Figure 1. Metal layers overlaid.
Only two layers are drawn.
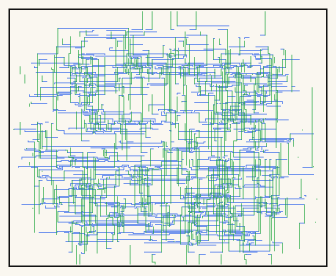
Figure 2. Sequential cells grouped by signal name.
The bar under the picture is 20 um long.
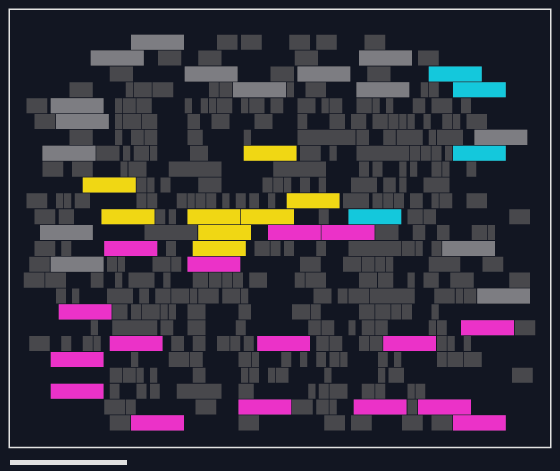
`config.mk`:
```
export PLATFORM = sky130hd
export DESIGN_NAME = cfg_chain_loader
export DESIGN_NICKNAME = d
export VERILOG_FILES = /design/src/rtl/cfg_chain_loader_pkg.sv /design/src/rtl/cfg_byte_serializer.sv /design/src/rtl/cfg_chain_loader.sv
export SDC_FILE = /design/constraint.sdc
export NUM_CORES = 1
export LEC_CHECK = 0
export CORE_ASPECT_RATIO = 0.8
export CORE_MARGIN = 2
export CORE_UTILIZATION = 45
export CTS_BUF_LIST = sky130_fd_sc_hd__clkbuf_16
export CTS_CLUSTER_DIAMETER = 120
export DETAILED_ROUTE_END_ITERATION = 16
export GPL_ROUTABILITY_DRIVEN = 0
export PLACE_DENSITY_LB_ADDON = 0.1
export SLEW_MARGIN = 20
export SYNTH_ARGS = -nofsm -noshare
export SYNTH_HDL_FRONTEND = slang
export SYNTH_SLANG_ARGS = --single-unit
```
`constraint.sdc`:
```
create_clock -name prog_clk -period 6.3 [get_ports prog_clk]
set_clock_uncertainty 0.05 [all_clocks]
set_input_delay 1.26 -clock prog_clk [delete_from_list [all_inputs] [get_ports prog_clk]]
set_output_delay 1.26 -clock prog_clk [all_outputs]
set_load 0.1 [all_outputs]
```
`src/rtl/cfg_chain_loader_pkg.sv`:
```
// Shared definitions for the configuration chain loader:
// FSM state encodings and the bitstream byte width.
package cfg_chain_loader_pkg;

    localparam int CFG_BYTE_W = 8;

    typedef enum logic [1:0] {
        CFG_IDLE = 2'd0,
        CFG_LOAD = 2'd1,
        CFG_DONE = 2'd2
    } cfg_state_t;

endpackage

```
`src/rtl/cfg_byte_serializer.sv`:
```
// Double-buffered byte serializer: hold reg feeding a shift reg, MSB first.
// Ports: clk, rst (async, high), flush (sync clear),
//        load_valid/load_ready/byte_in (byte side),
//        bit_ready/bit_out/bit_valid (bit side; a bit is taken when valid&&ready).
module cfg_byte_serializer
    import cfg_chain_loader_pkg::*;
(
    input  logic                  clk,
    input  logic                  rst,
    input  logic                  flush,
    input  logic                  load_valid,
    output logic                  load_ready,
    input  logic [CFG_BYTE_W-1:0] byte_in,
    input  logic                  bit_ready,
    output logic                  bit_out,
    output logic                  bit_valid
);

    localparam logic [3:0] CNT_FULL = 4'(CFG_BYTE_W);
    localparam logic [3:0] CNT_REST = 4'(CFG_BYTE_W - 1);

    logic [CFG_BYTE_W-1:0] hold_data;
    logic                  hold_full;
    logic [CFG_BYTE_W-1:0] sh_data;
    logic [3:0]            sh_cnt;
    logic                  take;
    logic                  direct;

    assign load_ready = !hold_full;

    // Next bit comes from the shift reg, else the hold reg, else straight
    // from an incoming byte, so an empty loader adds no extra cycle.
    always_comb begin
        bit_out   = 1'b0;
        bit_valid = 1'b0;
        if (sh_cnt != 4'd0) begin
            bit_out   = sh_data[CFG_BYTE_W-1];
            bit_valid = 1'b1;
        end else if (hold_full) begin
            bit_out   = hold_data[CFG_BYTE_W-1];
            bit_valid = 1'b1;
        end else if (load_valid) begin
            bit_out   = byte_in[CFG_BYTE_W-1];
            bit_valid = 1'b1;
        end
    end

    assign take = bit_valid && bit_ready;

    // Incoming byte bypasses the hold reg when the shift reg is empty
    // or on its final bit and nothing is waiting in the hold reg.
    assign direct = take && !hold_full && (sh_cnt <= 4'd1);

    always_ff @(posedge clk or posedge rst) begin
        if (rst) begin
            hold_data <= '0;
            hold_full <= 1'b0;
            sh_data   <= '0;
            sh_cnt    <= 4'd0;
        end else if (flush) begin
            hold_full <= 1'b0;
            sh_cnt    <= 4'd0;
        end else begin
            if (take) begin
                if (sh_cnt > 4'd1) begin
                    sh_data <= sh_data << 1;
                    sh_cnt  <= sh_cnt - 4'd1;
                end else if (sh_cnt == 4'd1 && hold_full) begin
                    sh_data   <= hold_data;
                    sh_cnt    <= CNT_FULL;
                    hold_full <= 1'b0;
                end else if (sh_cnt == 4'd1 && load_valid) begin
                    sh_data <= byte_in;
                    sh_cnt  <= CNT_FULL;
                end else if (sh_cnt == 4'd1) begin
                    sh_cnt <= 4'd0;
                end else if (hold_full) begin
                    sh_data   <= hold_data << 1;
                    sh_cnt    <= CNT_REST;
                    hold_full <= 1'b0;
                end else begin
                    sh_data <= byte_in << 1;
                    sh_cnt  <= CNT_REST;
                end
            end
            if (load_valid && !direct) begin
                hold_data <= byte_in;
                hold_full <= 1'b1;
            end
        end
    end

endmodule

```
`src/rtl/cfg_chain_loader.sv`:
```
// Streams a bitstream byte by byte into the fabric config chain (ccff).
// Ports: prog_clk, pReset (async, high), start, s_valid/s_ready/s_data
//        (byte stream), ccff_head/shift_en (chain drive, registered),
//        busy, done, bit_count (bits shifted in this load).
module cfg_chain_loader
    import cfg_chain_loader_pkg::*;
#(
    parameter int CHAIN_LEN = 256,
    parameter int CNT_W     = 16
) (
    input  logic                  prog_clk,
    input  logic                  pReset,
    input  logic                  start,
    input  logic                  s_valid,
    output logic                  s_ready,
    input  logic [CFG_BYTE_W-1:0] s_data,
    output logic                  ccff_head,
    output logic                  shift_en,
    output logic                  busy,
    output logic                  done,
    output logic [CNT_W-1:0]      bit_count
);

    localparam logic [CNT_W:0] LEN = (CNT_W + 1)'(CHAIN_LEN);

    cfg_state_t     state;
    logic           load_ready;
    logic           bit_out;
    logic           bit_valid;
    logic           bit_ready;
    logic           go;
    logic           last;
    logic           flush;
    logic [CNT_W:0] issued;

    assign go = start && (state != CFG_LOAD);

    // Bits already handed to the chain, including the one on ccff_head now.
    assign issued = {1'b0, bit_count} + {{CNT_W{1'b0}}, shift_en};

    assign last = (state == CFG_LOAD) && shift_en
               && ({1'b0, bit_count} + (CNT_W + 1)'(1) == LEN);

    // Stop pulling bits once CHAIN_LEN are issued; leftovers are flushed.
    assign bit_ready = (state == CFG_LOAD) && (issued < LEN);
    assign flush     = go || last;
    assign s_ready   = (state == CFG_LOAD) && load_ready;

    cfg_byte_serializer u_ser (
        .clk        (prog_clk),
        .rst        (pReset),
        .flush      (flush),
        .load_valid (s_valid && s_ready),
        .load_ready (load_ready),
        .byte_in    (s_data),
        .bit_ready  (bit_ready),
        .bit_out    (bit_out),
        .bit_valid  (bit_valid)
    );

    always_ff @(posedge prog_clk or posedge pReset) begin
        if (pReset) begin
            state     <= CFG_IDLE;
            busy      <= 1'b0;
            done      <= 1'b0;
            bit_count <= '0;
            shift_en  <= 1'b0;
            ccff_head <= 1'b0;
        end else begin
            shift_en <= 1'b0;
            unique case (state)
                CFG_IDLE, CFG_DONE: begin
                    if (go) begin
                        state     <= CFG_LOAD;
                        busy      <= 1'b1;
                        done      <= 1'b0;
                        bit_count <= '0;
                    end
                end
                CFG_LOAD: begin
                    if (shift_en) begin
                        bit_count <= bit_count + CNT_W'(1);
                    end
                    if (last) begin
                        state <= CFG_DONE;
                        busy  <= 1'b0;
                        done  <= 1'b1;
                    end else if (bit_valid && bit_ready) begin
                        shift_en  <= 1'b1;
                        ccff_head <= bit_out;
                    end
                end
                default: state <= CFG_IDLE;
            endcase
        end
    end

endmodule

```
==> out/results.ini <==
[floorplanning]
die_width_um = 92.6
fp_util_pct = 47.3
chipArea_sq_um = 6930
num_tap_cells = 81
die_h_um = 74.9
rows = 25
design.portCount = 33
coreArea_sq_um = 5970

[clocking]
cts_tree = built
numCtsBuffers = 5
root_buffer = clkbuf_16
cts_resized = 0
insertion_delay_ns = 0.28
cts.htree.levels = 2
cts_sinks = 43
clock_path_buffers = 2
post_cts_buffers = 0
hold_buffers = 0
path_clk_slew_ns = 0.06

[final_timing]
tightest_slew_ns = 0.983
hold_slack_ns = 0.434
setup_viol = 0
final.setup.worst_slack_ns = 2.65
slew_headroom_pct = 34.3
max_freq_mhz = 274
fin_crit_sh_pct = 57.9
fin_crit_ns = 3.65
rsz0062_at_grt = false
setup-tns-final_ns = 0
hold_viol = 0
drv_slew = 0

[setup_path]
endpoint_kind = primary output
setup.worst_path.start = u_ser.hold_full$_DFFE_PP0P_
reg2reg_depth = 6
critical_path_class = flip-flop to primary output
cp.depth = 2
worstReg2RegStart = bit_count[5]$_DFFE_PP0P_
worst-path-buf-inv = 1
endpoint = s_ready
crit_fanout = 23
reg2reg_slack_ns = 3.10
r2r_end = u_ser.sh_data[0]$_DFFE_PP0P_
cp.arrival_ns = 2.34
cp.required_ns = 4.99
max_stage_delay_ns = 1.17
crit_chain = nor2_1 > clkdlybuf4s50_1
slowest_stage = clkdlybuf4s50_1
critPathLaunchType = flip-flop

[layout]
final-comb-area_sq_um = 1630
area_growth_pct = 17.0
layout.area.top_class = multi-input combinational cells
postLayoutCellArea_sq_um = 3310
n_all_buffers = 35
clockBufferCount = 5
drive_gt1_share_pct = 10.2
diodes = 0
finalNetCount = 360
inv_count = 5
multi_input_comb_cells = 253
comb_area_share_pct = 49.2
final-clk-cell-share_pct = 4.28
fin_cells = 425
fillerInstances = 578

[drt]
drt_iter0_markers = 134
drtAntennaViolNets = 0
highest_layer = met4
viasPerCell = 5.96
met3_length_um = 405
met1_length_um = 3420
wl_per_cell_um = 15.8
wl_met2_um = 2860
drc = 0

[min_path]
hold_end = done$_DFFE_PP0P_
hp-class = flip-flop to flip-flop
holdPathStages = 1
hp-start = done$_DFFE_PP0P_

[synth]
avgSynthCellArea_sq_um = 8.75
syn-num-nets = 340
synth-compound-area-share_pct = 22.8
muxShareOfSynthArea_pct = 6.15
logic_family = simple AND/OR/NAND/NOR gates
synth-edff-count = 0
ys_warn_count = 0
ys_sh_xor_pct = 2.48
flop_cell = dfrtp_1
ys_sh_adder_pct = 2.21
common_cells = dfrtp_1, nand2_1, o21ai_0
yosysUniqueCellTypes = 52
ys_area_sq_um = 2830
ys_cells = 323
syn_inst = 323
synthArstFlopShare_pct = 100
synthSimpleGateAreaFrac_pct = 23.9
synth.most_common_cell = dfrtp_1
top_cell_area_share_pct = 38.1
postSynthSeqShare_pct = 38.1
area_leaders = dfrtp_1, nand2_1, o21ai_0
synth-seq-cells = 43
syn_area_sq_um = 2830
top_area_cell = dfrtp_1

[power_and_ir_drop]
powerDensity_nw_per_um2 = 173
p_comb_share_pct = 5.8
netSwitchingPower_uw = 127
power_uw = 572
power.leakage_uw = 0.00139
ir_worst_vdd_mv = 0.125
p_seq_share_pct = 50.1
internal-power_uw = 444
pg_clk_uw = 252
p_comb_uw = 33.1
largestPowerGroup = sequential cells
switching_share_pct = 22.3
clockPowerShare_pct = 44.1

[run]
drv_cap = 0
warning_count = 29

[place]
place_inst = 417
dpl_worst_slack_ns = 2.75
portBuffers = 32
dpl.hpwl_um = 4680

[global_routing]
grt_use_met3_pct = 4.00
grt_busiest_layer = met1
grt_use_met1_pct = 32.0
grt_max_degree = 44
grt_use_total_pct = 20.5
gr-total-overflow = 0
met2_usage_pct = 29.8
grt_pass1_wl_um = 11300
antenna_found_initial = 0
first_global_vias = 2279

[run_status]
status = completed

Notes on Figure 1 above:
Blue is met1, wire length 3,420 um. Green is met2, wire length 2,860 um.
final wirelength: 6710 um
via count: 2,533

Notes on Figure 2 above:
Cyan is u_ser.sh_cnt, placed flops 4, where upper right. Magenta is bit_count, placed flops 16. Yellow is u_ser.sh_data, placed flops 8.
Another 15 sequential cells are not colored.
final core occ: 55.4%
Seq group: 286 uW
flop share of the area: 32.5%
FF/Latch Area: 1080 sq um

==> cell usage in the layout (no fill, tap or decap), types with 6 or more instances in the layout <==
cell and n:
o21ai_0 29, nor2_1 27, xnor2_1 6, a21oi_1 24, mux2_2 11, nand3_1 12
a311oi_1 6, and3_1 10, nand2_1 39, dfrtp_1 43, clkdlybuf4s50_1 32, a211oi_1 7
a31oi_1 8
==> sequential cells by signal, summed over array words and instances (netlist names) <==
name / flops
ccff_head: 1
u_ser.sh_cnt: 4
state: 2
bit_count: 16
u_ser.hold_full: 1
shift_en: 1
u_ser.sh_data: 8
u_ser.hold_data: 8
busy: 1
done: 1
Power and IR drop assume default switching activity.
